==> src/rtl/spectro_wr_addr_gen.sv <==
// spectro_wr_addr_gen
// Streaming write-address generator for a circular spectrogram history.
// It takes FFT bins from a valid/ready stream and keeps the positive-frequency
// half (bins 0..FFT_SIZE/2-1) of each frame. It drives registered one-hot bank
// write strobes, addresses and data, and reports frame status to the reader.
// NO_FFTS frames are striped across NO_BANKS banks. Each bank holds
// FPB = NO_FFTS/NO_BANKS frames, and every frame occupies FFT_SIZE/2 words.
// Optional feature: define SPECWR_DROP_CNT_EN to add the drop_cnt output.
// drop_cnt counts the frames discarded while freeze was high.

module spectro_wr_addr_gen #(
  parameter int DATA_WIDTH    = 16,
  parameter int FFT_SIZE      = 256,
  parameter int NO_FFTS       = 50,
  parameter int NO_BANKS      = 2,
  parameter int ADDRESS_WIDTH = 12
) (
  input  logic                       clk,
  input  logic                       rst_n,
  input  logic                       in_valid,
  output logic                       in_ready,
  input  logic [DATA_WIDTH-1:0]      in_data,
  input  logic                       in_last,
  input  logic                       freeze,
  input  logic                       clr_err,
  output logic [NO_BANKS-1:0]        wr_en,
  output logic [ADDRESS_WIDTH-1:0]   wr_addr,
  output logic [DATA_WIDTH-1:0]      wr_data,
  output logic [$clog2(NO_FFTS)-1:0] latest_fft,
  output logic                       frame_done,
  output logic                       wrap,
  output logic                       err_sticky
`ifdef SPECWR_DROP_CNT_EN
  ,
  output logic [15:0]                drop_cnt
`endif
);

  localparam int HALF = FFT_SIZE / 2;
  localparam int FPB  = NO_FFTS / NO_BANKS;
  localparam int CW   = $clog2(FFT_SIZE);
  localparam int FW   = $clog2(NO_FFTS);
  localparam int SW   = (FPB > 1) ? $clog2(FPB) : 1;
  localparam int BW   = (NO_BANKS > 1) ? $clog2(NO_BANKS) : 1;

  localparam logic [CW-1:0]            BIN_LAST      = CW'(FFT_SIZE - 1);
  localparam logic [CW-1:0]            BIN_HALF_LAST = CW'(HALF - 1);
  localparam logic [SW-1:0]            SLOT_LAST     = SW'(FPB - 1);
  localparam logic [FW-1:0]            FFT_LAST      = FW'(NO_FFTS - 1);
  localparam logic [ADDRESS_WIDTH-1:0] ADDR_STEP     = ADDRESS_WIDTH'(HALF);

  typedef enum logic [1:0] {
    ST_IDLE  = 2'd0,
    ST_WRITE = 2'd1,
    ST_SKIP  = 2'd2,
    ST_DROP  = 2'd3
  } state_t;

  state_t                     r_state;
  state_t                     w_state_nxt;
  logic                       r_in_ready;
  logic [CW-1:0]              r_bin_cnt;
  logic [CW-1:0]              w_bin_nxt;
  logic [SW-1:0]              r_slot;
  logic [BW-1:0]              r_bank;
  logic [FW-1:0]              r_fft_idx;
  logic [ADDRESS_WIDTH-1:0]   r_base;
  logic [NO_BANKS-1:0]        r_wr_en;
  logic [ADDRESS_WIDTH-1:0]   r_wr_addr;
  logic [DATA_WIDTH-1:0]      r_wr_data;
  logic [FW-1:0]              r_latest;
  logic                       r_frame_done;
  logic                       r_wrap;
  logic                       r_err;
  logic                       w_accept;
  logic                       w_is_last;
  logic                       w_bad_frame;
  logic                       w_write;
  logic                       w_end_store;
  logic                       w_end_drop;
  logic                       w_err;
  logic [ADDRESS_WIDTH-1:0]   w_addr;

  // One-hot strobe for the bank currently being filled.
  function automatic logic [NO_BANKS-1:0] bank_onehot(input logic [BW-1:0] bank);
    logic [NO_BANKS-1:0] oh;
    oh = {NO_BANKS{1'b0}};
    for (int i = 0; i < NO_BANKS; i++) begin
      oh[i] = (bank == BW'(i));
    end
    return oh;
  endfunction

  assign w_accept    = in_valid & r_in_ready;
  // A frame ends on an explicit in_last, or implicitly when the final bin index arrives without one.
  assign w_is_last   = in_last | (r_bin_cnt == BIN_LAST);
  assign w_bad_frame = in_last ^ (r_bin_cnt == BIN_LAST);
  assign w_addr      = r_base + ADDRESS_WIDTH'(r_bin_cnt);

  // FSM state register.
  always_ff @(posedge clk or negedge rst_n) begin
    if (!rst_n) begin
      r_state <= ST_IDLE;
    end else begin
      r_state <= w_state_nxt;
    end
  end

  // Next state, bin counter and per-bin write/frame-end decisions.
  always_comb begin
    w_state_nxt = r_state;
    w_bin_nxt   = r_bin_cnt;
    w_write     = 1'b0;
    w_end_store = 1'b0;
    w_end_drop  = 1'b0;
    if (w_accept) begin
      case (r_state)
        ST_IDLE: begin
          if (freeze) begin
            if (w_is_last) begin
              w_end_drop  = 1'b1;
              w_state_nxt = ST_IDLE;
              w_bin_nxt   = {CW{1'b0}};
            end else begin
              w_state_nxt = ST_DROP;
              w_bin_nxt   = r_bin_cnt + CW'(1);
            end
          end else begin
            w_write = 1'b1;
            if (w_is_last) begin
              w_end_store = 1'b1;
              w_state_nxt = ST_IDLE;
              w_bin_nxt   = {CW{1'b0}};
            end else begin
              w_state_nxt = (r_bin_cnt == BIN_HALF_LAST) ? ST_SKIP : ST_WRITE;
              w_bin_nxt   = r_bin_cnt + CW'(1);
            end
          end
        end
        ST_WRITE: begin
          w_write = 1'b1;
          if (w_is_last) begin
            w_end_store = 1'b1;
            w_state_nxt = ST_IDLE;
            w_bin_nxt   = {CW{1'b0}};
          end else begin
            w_state_nxt = (r_bin_cnt == BIN_HALF_LAST) ? ST_SKIP : ST_WRITE;
            w_bin_nxt   = r_bin_cnt + CW'(1);
          end
        end
        ST_SKIP: begin
          if (w_is_last) begin
            w_end_store = 1'b1;
            w_state_nxt = ST_IDLE;
            w_bin_nxt   = {CW{1'b0}};
          end else begin
            w_bin_nxt   = r_bin_cnt + CW'(1);
          end
        end
        ST_DROP: begin
          if (w_is_last) begin
            w_end_drop  = 1'b1;
            w_state_nxt = ST_IDLE;
            w_bin_nxt   = {CW{1'b0}};
          end else begin
            w_bin_nxt   = r_bin_cnt + CW'(1);
          end
        end
        default: begin
          w_state_nxt = ST_IDLE;
          w_bin_nxt   = {CW{1'b0}};
        end
      endcase
    end else begin
      w_state_nxt = r_state;
    end
    w_err = (w_end_store | w_end_drop) & w_bad_frame;
  end

  // Ready is low only while reset is applied; the block never back-pressures.
  always_ff @(posedge clk or negedge rst_n) begin
    if (!rst_n) begin
      r_in_ready <= 1'b0;
      r_bin_cnt  <= {CW{1'b0}};
    end else begin
      r_in_ready <= 1'b1;
      r_bin_cnt  <= w_bin_nxt;
    end
  end

  // Registered bank write port: one cycle after the accepting handshake.
  always_ff @(posedge clk or negedge rst_n) begin
    if (!rst_n) begin
      r_wr_en   <= {NO_BANKS{1'b0}};
      r_wr_addr <= {ADDRESS_WIDTH{1'b0}};
      r_wr_data <= {DATA_WIDTH{1'b0}};
    end else if (w_write) begin
      r_wr_en   <= bank_onehot(r_bank);
      r_wr_addr <= w_addr;
      r_wr_data <= in_data;
    end else begin
      r_wr_en   <= {NO_BANKS{1'b0}};
    end
  end

  // Frame bookkeeping: advance slot/bank/frame index and the running address base.
  always_ff @(posedge clk or negedge rst_n) begin
    if (!rst_n) begin
      r_fft_idx    <= {FW{1'b0}};
      r_slot       <= {SW{1'b0}};
      r_bank       <= {BW{1'b0}};
      r_base       <= {ADDRESS_WIDTH{1'b0}};
      r_latest     <= {FW{1'b0}};
      r_frame_done <= 1'b0;
      r_wrap       <= 1'b0;
    end else begin
      r_frame_done <= w_end_store;
      r_wrap       <= w_end_store & (r_fft_idx == FFT_LAST);
      if (w_end_store) begin
        r_latest <= r_fft_idx;
        if (r_fft_idx == FFT_LAST) begin
          r_fft_idx <= {FW{1'b0}};
          r_slot    <= {SW{1'b0}};
          r_bank    <= {BW{1'b0}};
          r_base    <= {ADDRESS_WIDTH{1'b0}};
        end else begin
          r_fft_idx <= r_fft_idx + FW'(1);
          if (r_slot == SLOT_LAST) begin
            r_slot <= {SW{1'b0}};
            r_base <= {ADDRESS_WIDTH{1'b0}};
            r_bank <= r_bank + BW'(1);
          end else begin
            r_slot <= r_slot + SW'(1);
            r_base <= r_base + ADDR_STEP;
          end
        end
      end
    end
  end

  // Sticky framing-error flag; a new error outranks a simultaneous clear.
  always_ff @(posedge clk or negedge rst_n) begin
    if (!rst_n) begin
      r_err <= 1'b0;
    end else if (w_err) begin
      r_err <= 1'b1;
    end else if (clr_err) begin
      r_err <= 1'b0;
    end
  end

`ifdef SPECWR_DROP_CNT_EN
  logic [15:0] r_drop_cnt;

  // Saturating count of frames discarded while frozen.
  always_ff @(posedge clk or negedge rst_n) begin
    if (!rst_n) begin
      r_drop_cnt <= 16'd0;
    end else if (clr_err) begin
      r_drop_cnt <= 16'd0;
    end else if (w_end_drop && (r_drop_cnt != 16'hFFFF)) begin
      r_drop_cnt <= r_drop_cnt + 16'd1;
    end
  end

  assign drop_cnt = r_drop_cnt;
`endif

  assign in_ready   = r_in_ready;
  assign wr_en      = r_wr_en;
  assign wr_addr    = r_wr_addr;
  assign wr_data    = r_wr_data;
  assign latest_fft = r_latest;
  assign frame_done = r_frame_done;
  assign wrap       = r_wrap;
  assign err_sticky = r_err;

endmodule

==> config.mk <==
export PLATFORM = sky130hd
export DESIGN_NAME = spectro_wr_addr_gen
export DESIGN_NICKNAME = d
export VERILOG_FILES = /design/src/rtl/spectro_wr_addr_gen.sv
export SDC_FILE = /design/constraint.sdc
export NUM_CORES = 1
export LEC_CHECK = 0
export CORE_MARGIN = 10
export CORE_UTILIZATION = 24
export DETAILED_ROUTE_END_ITERATION = 7
export PLACE_DENSITY_LB_ADDON = 0.12
export SLEW_MARGIN = 20
export SYNTH_ARGS = -nofsm -noshare
export SYNTH_HDL_FRONTEND = slang
export SYNTH_SLANG_ARGS = --single-unit
==> constraint.sdc <==
create_clock -name clk -period 4.95 [get_ports clk]
set_clock_uncertainty 0.15 [all_clocks]
set_input_delay 0.7425 -clock clk [delete_from_list [all_inputs] [get_ports clk]]
set_output_delay 0.7425 -clock clk [all_outputs]
set_load 0.01 [all_outputs]
The metal 1 layer:
Cells faint in the background.
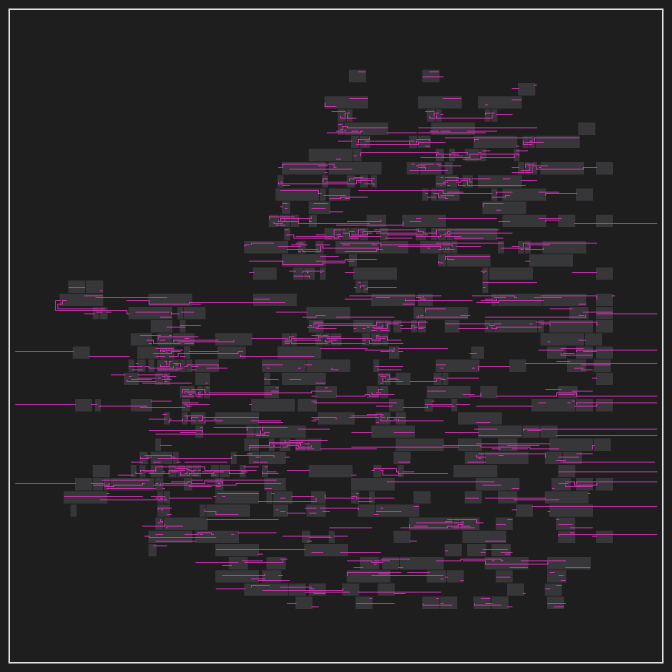
longest straight run: 27.6 µm
wire length on this layer: 3540 µm
vias after detailed routing: 2257
DRT Wirelength: 7160 µm

M2 wires:
Bar = 50 µm.
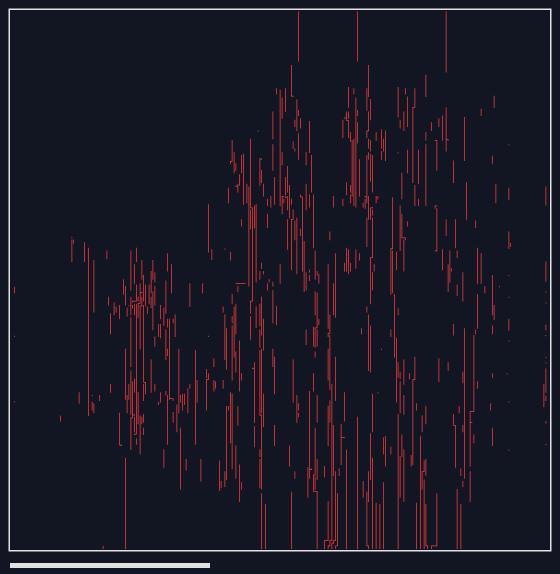
share of all routed wire: 43%
longest straight run: 41.8 µm
wire length on this layer: 3100 µm

==> results.py <==
# Auto-generated metrics
metrics = {
    "worst_setup_path": {
        "crit_chain": "ha_1 -> nand3_1 -> nor2_1 -> nand3_1 -> ha_1 -> nor2_2 -> o211ai_4 -> inv_2 -> nand2_1 -> o21ai_0",
        "cp_data_required_time_ns": 5.05,
        "cp_num_buf_inv": 1,
        "crit_type": "register to register",
        "startpoint": "r_bin_cnt[0]$_DFFE_PN0P_",
        "cp.depth": 10,
        "worstReg2RegStart": "r_bin_cnt[0]$_DFFE_PN0P_",
        "r2r-end": "r_bank$_DFFE_PN0P_",
        "regToRegSetupSlack_ns": 2.13,
        "cpPeakStageDelay_ns": 0.44,
        "endpoint_kind": "register",
        "critPathSlowestCell": "dfrtp_1",
    },
    "synthesis": {
        "xor_share_pct": 2.50,
        "yosysMostFrequentCell": "dfrtp_1",
        "netlist_logic_family_top": "simple AND/OR/NAND/NOR gates",
        "ys_ff": 67,
        "ys_cells": 291,
        "mux_area_share_pct": 7.49,
        "synth_cell_types": 49,
        "netlist.area_leader.share_pct": 53.1,
        "synthTopCellsByArea": "dfrtp_1, mux2_2, nand2_1",
        "ys_sh_simple_pct": 14.7,
        "edf_count": 0,
    },
    "sta": {
        "finalSetupViolCount": 0,
        "holdWs_ns": 0.316,
        "fin_crit_ns": 2.82,
        "maxSlewViolCount": 0,
        "fmax_mhz": 355,
        "fin_setup_tns_ns": 0,
    },
    "layout": {
        "buffers": 63,
        "seq_cells": 67,
        "finalNonFillerCells": 532,
        "final_area_um2": 4250,
        "fin_nets": 392,
        "clock_buffers": 13,
        "diodes": 0,
        "seq_area_share_pct": 39.5,
        "inverters": 18,
    },
    "pwr": {
        "finalPower_w": 0.00220,
        "cellPowerDensity_nw_per_um2": 517,
        "p_leak_nw": 1.81,
    },
    "floorplanning": {
        "ios": 62,
        "nWellTaps": 172,
    },
    "clock_network": {
        "cts_hold_buf": 0,
        "cts-resized-gates": 0,
        "cts_buffer_depth": 2,
        "clk_latency_ns": 0.33,
        "clk_pin_slew_ns": 0.05,
    },
    "route": {
        "post-route-drc-count": 0,
        "drtAntennaViolNets": 0,
        "drtIter0Drc": 123,
    },
    "global_routing": {
        "grt_pass1_vias": 2240,
        "antenna_found_initial": 0,
    },
    "placement": {
        "hpwlAfterDp_um": 5130,
    },
    "min_path": {
        "min_delay_path_depth": 1,
        "hp-start": "r_bank$_DFFE_PN0P_",
    },
    "run": {
        "warnings": 32,
    },
    "status": {
        "status": "finished clean",
    },
}
Metal 3:
Bar = 50 µm.
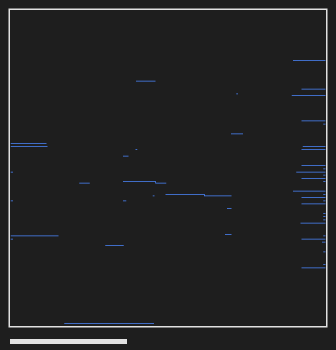
share of all routed wire: 4.8%
main direction: horizontal
M3 GR Usage: 2.08%

[power by group]
part / switching [W] / internal (W) / total, W
sequential: 0.000130 / 0.000727 / 0.000858
combinational: 0.000310 / 0.000391 / 0.000701
clock: 0.000223 / 0.000414 / 0.000637
[layer usage]
layer  up-vias  wire, µm  track usage [%]
met5         -         0                0
met4         0       181             5.08
met3        14       341             2.08
met2        49      3100             12.1
met1      1065      3540             10.4
li1       1129         -                -
[sequential cells by signal, summed over array words and instances, names as in the netlist]
register	flops
wr_addr	12
err_sticky	1
r_state	2
r_slot	5
in_ready	1
r_base	5
wr_en	2
r_bank	1
r_bin_cnt	8
latest_fft	6
r_fft_idx	6
wrap	1
wr_data	16
frame_done	1
Power is estimated from default activity; no workload was simulated.
